<file path="config.mk">
export PLATFORM = sky130hd
export DESIGN_NAME = upower_fetch_stage
export DESIGN_NICKNAME = d
export VERILOG_FILES = /design/src/rtl/upower_fetch_stage.sv
export SDC_FILE = /design/constraint.sdc
export NUM_CORES = 1
export LEC_CHECK = 0
export ABC_AREA = 1
export CAP_MARGIN = 20
export CORE_MARGIN = 2
export CORE_UTILIZATION = 55
export CTS_BUF_LIST = sky130_fd_sc_hd__clkbuf_16
export DETAILED_ROUTE_END_ITERATION = 10
export PLACE_DENSITY = 0.92
export SETUP_SLACK_MARGIN = 0.2
export SYNTH_ARGS = -nofsm -noshare
export SYNTH_HDL_FRONTEND = slang
export SYNTH_SLANG_ARGS = --single-unit
export TNS_END_PERCENT = 1
</file>
<file path="constraint.sdc">
create_clock -name clk -period 28.3 [get_ports clk]
set_input_delay 2.83 -clock clk [delete_from_list [all_inputs] [get_ports clk]]
set_output_delay 2.83 -clock clk [all_outputs]
set_load 0.005 [all_outputs]
</file>
<file path="src/rtl/upower_fetch_stage.sv">
// upower_fetch_stage: instruction-fetch front end for the uPOWER core.
// Issues word-aligned requests to a synchronous instruction memory. Responses
// land in a 2-entry FIFO of {pc, instr} that feeds decode over valid/ready.
// Taken branches from execute flush the FIFO and redirect the fetch PC.
module upower_fetch_stage #(
  parameter int             N        = 64,
  parameter logic [N-1:0]   RESET_PC = '0
) (
  input  logic          clk,
  input  logic          rst,
  output logic          imem_req,
  output logic [N-1:0]  imem_addr,
  input  logic [31:0]   imem_rdata,
  output logic [31:0]   curr_instr,
  output logic [N-1:0]  curr_pc,
  output logic          instr_valid,
  input  logic          instr_ready,
  input  logic          BranchEqual,
  input  logic          BranchNotEqual,
  input  logic          zero_flag,
  input  logic [N-1:0]  immediate,
  input  logic [N-1:0]  branch_pc
);

  localparam logic [1:0] S_RESET    = 2'd0;
  localparam logic [1:0] S_FETCH    = 2'd1;
  localparam logic [1:0] S_REDIRECT = 2'd2;

  // Control state
  logic [1:0]   r_state;
  logic [N-1:0] r_fetch_pc;
  logic         r_inflight;
  logic         r_kill;
  logic [1:0]   r_count;

  // Datapath state: in-flight PC and the two FIFO entries (entry 0 is the head)
  logic [N-1:0] r_inflight_pc;
  logic [N-1:0] r_pc0;
  logic [N-1:0] r_pc1;
  logic [31:0]  r_ins0;
  logic [31:0]  r_ins1;

  logic         w_active;
  logic         w_taken;
  logic [N-1:0] w_target;
  logic         w_valid;
  logic         w_pop;
  logic         w_push;
  logic [2:0]   w_level;
  logic         w_req;

  // Branch resolution, FIFO handshake and request gating
  always_comb begin
    w_active = (r_state != S_RESET);
    // Both beq and bne asserted always resolves taken: one of the two holds.
    w_taken  = w_active & ((BranchEqual & zero_flag) | (BranchNotEqual & ~zero_flag));
    w_target = branch_pc + (immediate << 2);
    w_valid  = (r_count != 2'd0);
    w_pop    = w_valid & instr_ready;
    // A response arriving in a redirect cycle is stale and is dropped with the flush.
    w_push   = r_inflight & ~r_kill & ~w_taken;
    // Entries the FIFO will hold once this cycle's pop and pending push settle;
    // a new request is only safe if its response will still find room.
    w_level  = {1'b0, r_count} + {2'b00, r_inflight} - {2'b00, w_pop};
    w_req    = w_active & ~w_taken & (w_level < 3'd2);
  end

  assign imem_req    = w_req;
  assign imem_addr   = r_fetch_pc;
  assign instr_valid = w_valid;
  assign curr_pc     = w_valid ? r_pc0  : '0;
  assign curr_instr  = w_valid ? r_ins0 : '0;

  // FSM, fetch PC, in-flight tracking and FIFO occupancy
  always_ff @(posedge clk or posedge rst) begin
    if (rst) begin
      r_state    <= S_RESET;
      r_fetch_pc <= RESET_PC;
      r_inflight <= 1'b0;
      r_kill     <= 1'b0;
      r_count    <= 2'd0;
    end else begin
      case (r_state)
        S_RESET:    r_state <= S_FETCH;
        S_FETCH:    r_state <= w_taken ? S_REDIRECT : S_FETCH;
        S_REDIRECT: r_state <= w_taken ? S_REDIRECT : S_FETCH;
        default:    r_state <= S_RESET;
      endcase

      if (w_taken) begin
        r_count    <= 2'd0;
        r_fetch_pc <= w_target;
        r_kill     <= r_inflight;
        r_inflight <= 1'b0;
      end else begin
        r_kill     <= 1'b0;
        r_inflight <= w_req;
        if (w_req) begin
          r_fetch_pc <= r_fetch_pc + N'(4);
        end
        r_count <= r_count + {1'b0, w_push} - {1'b0, w_pop};
      end
    end
  end

  // FIFO storage and in-flight PC; contents are qualified by r_count/r_inflight
  always_ff @(posedge clk) begin
    if (w_req) begin
      r_inflight_pc <= r_fetch_pc;
    end
    if (!w_taken) begin
      case ({w_push, w_pop})
        2'b10: begin
          if (r_count == 2'd0) begin
            r_pc0  <= r_inflight_pc;
            r_ins0 <= imem_rdata;
          end else begin
            r_pc1  <= r_inflight_pc;
            r_ins1 <= imem_rdata;
          end
        end
        2'b01: begin
          r_pc0  <= r_pc1;
          r_ins0 <= r_ins1;
        end
        2'b11: begin
          if (r_count == 2'd1) begin
            r_pc0  <= r_inflight_pc;
            r_ins0 <= imem_rdata;
          end else begin
            r_pc0  <= r_pc1;
            r_ins0 <= r_ins1;
            r_pc1  <= r_inflight_pc;
            r_ins1 <= imem_rdata;
          end
        end
        default: ;
      endcase
    end
  end

endmodule

</file>
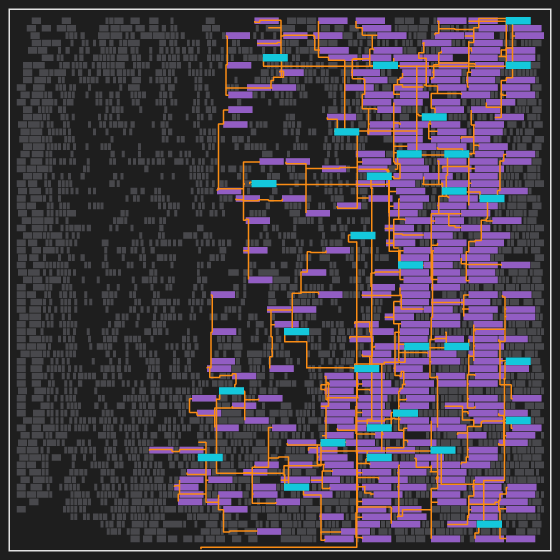
Fig. 1. Clock distribution.
legend:
  purple:
    item: flip-flops
    count: 326
  orange:
    item: clock wires
    length: 3500 um
  cyan:
    item: clock drivers
    count: 29
routed clock nets: 30
later-pin clock latency in the skew report: 0.56 ns
clk pwr: 390 uW
Final Skew: 0.0227 ns

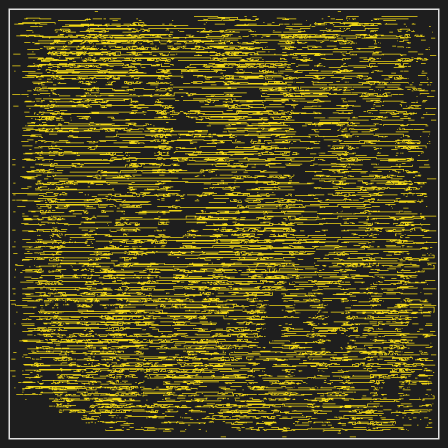
Fig. 2. Metal 1.
nets with wire on the layer: 3105
wire length on this layer: 26.3 mm
longest straight run: 55.2 um
share of all routed wire: 38%
main direction: horizontal
Routed WL: 69600 um
DR vias: 19889

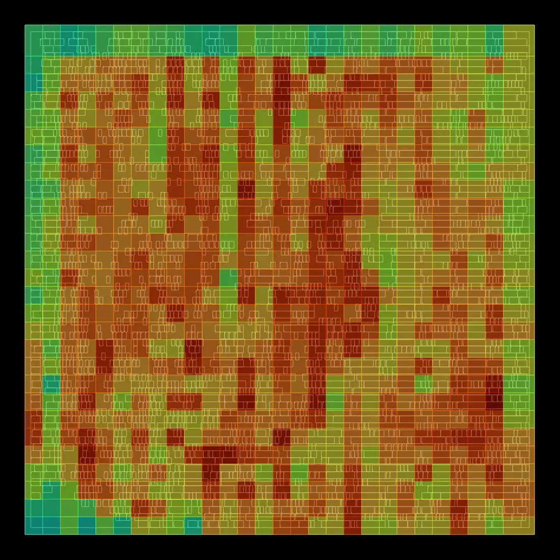
Fig. 3. Congestion heat map.
fin util: 68.0%
GR Util met3: 3.66%

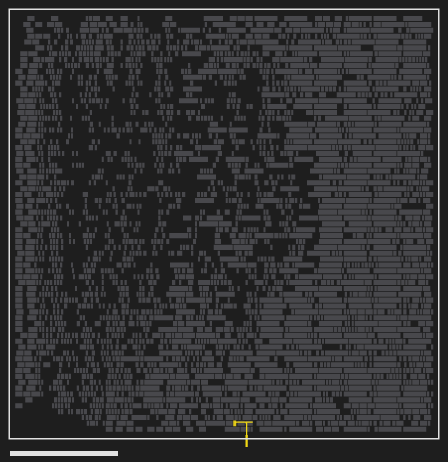
Fig. 4. Wires at chosen ports, followed through buffers.
Scale bar: 50 um.
legend:
  yellow:
    port: `BranchEqual`
    direction: input
    edge: south
    end_cells: 1
    buffers: 1
    wire: 15.2 um
Port-buffer cells: 325
I/O Pins: 328

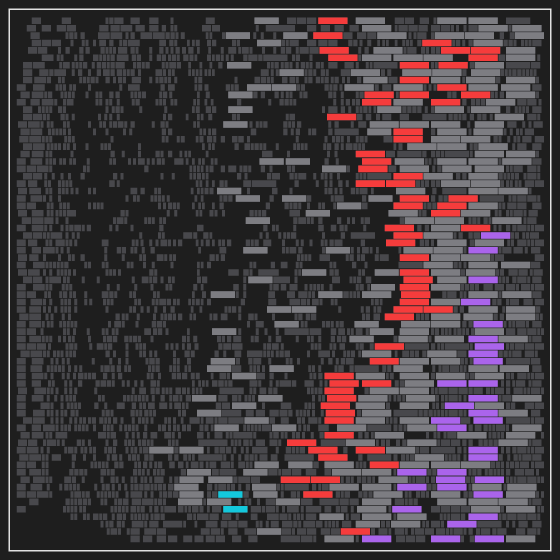
Fig. 5. Register map, names as in the netlist.
legend:
  red:
    name_in_the_netlist: `r_inflight_pc`
    sequential_cells: 64
    where: a column on the right
  purple:
    name_in_the_netlist: `r_ins1`
    sequential_cells: 32
  cyan:
    name_in_the_netlist: `r_state`
    sequential_cells: 2
sequential cell power: 909 uW
Storage cell area: 9440 sq um
Seq area share: 37.0%

==> flip-flops by register name (all words and copies together) (netlist names) <==
| register | flops |
|---|---|
| imem_addr | 64 |
| r_count | 2 |
| r_inflight | 1 |
| r_inflight_pc | 64 |
| r_ins0 | 32 |
| r_ins1 | 32 |
| r_kill | 1 |
| r_pc0 | 64 |
| r_pc1 | 64 |
| r_state | 2 |
==> cell usage after synthesis, drive strengths merged, types with 11 or more instances <==
master,instances,share of area [%]
xor2,20,0.84
clkbuf,46,0.93
dfrtp,70,8.4
inv,546,9.9
nor2,353,6.8
o21ai,244,5.9
nand3,161,4.1
o21bai,20,0.72
edfxtp,256,37
nand4,42,1.4
nor3,44,1.3
nand2,670,12
or2,11,0.33
a21oi,117,2.9
buf,17,0.40
a31oi,15,0.45
ha,69,4.2
nand3b,13,0.53
==> CHANGELOG.md <==
### Changed

* Status: complete, no violations
* Layout cells sized above 1 at 4.08%
* Syn Nets at 2998
* Antenna violations before repair at 0
* Nets@finish at 3303
* Critical path depth in cells at 12
* Fin area at 25500 sq um
* Chip Area at between 30000 and 40000 sq um
* First-pass iteration count of the detailed router at 6
* Dpl hpwl at 53200 um
* Logic pwr share at 43.7%
* Critical path type: in2out
* Num CTS Buffers at 29
* Synthesis-to-finish area growth at 22.6%
* Hold Slack at 0.443 ns
* Placer congestion estimate at just over 0.9
* Dominant kind of cell by area: flip-flops and latches
* Hold_sp: r_inflight_pc[31]$_DFFE_PP_
* Top cell excl fill/tap: nand2_1
* Cell family with most CP delay: buffers and inverters
* Dpl ws at 19.46 ns
* Vias per cell at between 5 and 6
* WHS Path Cells at 0
* Worst-path cell with the longest stage delay: clkdlybuf4s50_1
* Fin crit share at about a third
* Area after DPL at 24600 sq um
* WHS Endpoint: r_pc1[31]$_DFFE_PP_
* Final WS setup at 19.42 ns
* Cts hold-fix bufs at 0
* Biggest consumer: combinational cells
* Number of enable flip-flop cells at 256
* FF-to-FF setup slack at 23.87 ns
* Synthesized area per cell at 7.53 sq um
* Placed Instances at about 3500
* Number of non-clock inverters at 547
* Required @ worst endpoint at 25.47 ns
* Gr ovfl total at 0
* Flop count at 326
* Achievable frequency at about 110 MHz
* Routed len/inst at 19.3 um
* Cell Chain, Critical Path: clkdlybuf4s50_1 -> nand2_1 -> inv_1 -> ha_1 -> nor2_1 -> fa_1 -> nor2_1 -> nor3_2 -> nand3_2 -> buf_4 -> clkinv_2 -> clkdlybuf4s50_1
* Worst Path Buf+Inv at 5
* Die height at 198 um
* Final non-clock buffer share at 13.1%
* Reg2reg end: imem_addr[57]$_DFFE_PP0P_
* Logic area at around 9100 sq um
* Die X at between 150 and 200 um
* Clock transition at path regs at 0.06 ns
* Max H-tree Level at 1
* Final min period at 8.88 ns
* Worst IR Drop VDD at 0.0000507 V
* ClkCell Share at about 3.7%
* Met2 Use GR at 63.7%
* Max-slew violation count at 0
* Setup crit end kind: output pin
* Initial drt markers at 2039
* Simple Share, Synth at a little over a quarter
* Ys flop type: edfxtp_1
* Area of the core at 37500 sq um
* Well tap count at 511
* Wl on met1 at 26300 um
* Seq share, synth at 45.4%
* Most numerous logic cells after layout: nand2_1 (667), inv_1 (544), nor2_1 (334)
* Highest metal used: met4
* Slew @ Worst Pin at 1.01 ns
* Post-CTS setup buffer count at 0
* Fill count at 3001
* Cell leakage power at roughly 12 nW
* Unrepaired setup endpoints after global routing: no
* Global-route wire length before repair at about 110000 um
* Total Power at 2.31 mW
* Combinational share of cell area at 35.6%
* Clk buf depth at 3
* Residual DRC count at 0
* Internal at 1.37 mW
* Dominant combinational family: simple AND/OR/NAND/NOR gates
* Final antenna-violating net count at 0
* Worst stage delay on the critical path at 0.67 ns
* Syn Std Cell Area at 20800 sq um
* Sequential share of power at 39.4%
* Combinational power at roughly 1 mW
* Mux share at 0%
* WL met2 at ~35000 um
* Worst Setup EP: imem_req
* Ant. Diodes at 0
* Total track usage at 35.2%
* Non-Clock Buffer Count at 338
* Grt peak-use layer: met2
* NetSw at approximately 940 uW
* Worst slew margin at between 30% and 40%
* Worst EP arrival at 6.05 ns
* CTS tree: yes
* Tool warnings at 31
* Clock share of power at 16.9%
* Xor/xnor share at 1.14%
* Post-synth regs at 326
* CP Launch Point: instr_ready
* Comb gates at 1824
* Fraction of registers with async set/reset at 21.5%
* # rows at around 70
* Post-synth cell types at ~55
* Final Hold Fails at 0
Power is estimated from default activity; no workload was simulated.
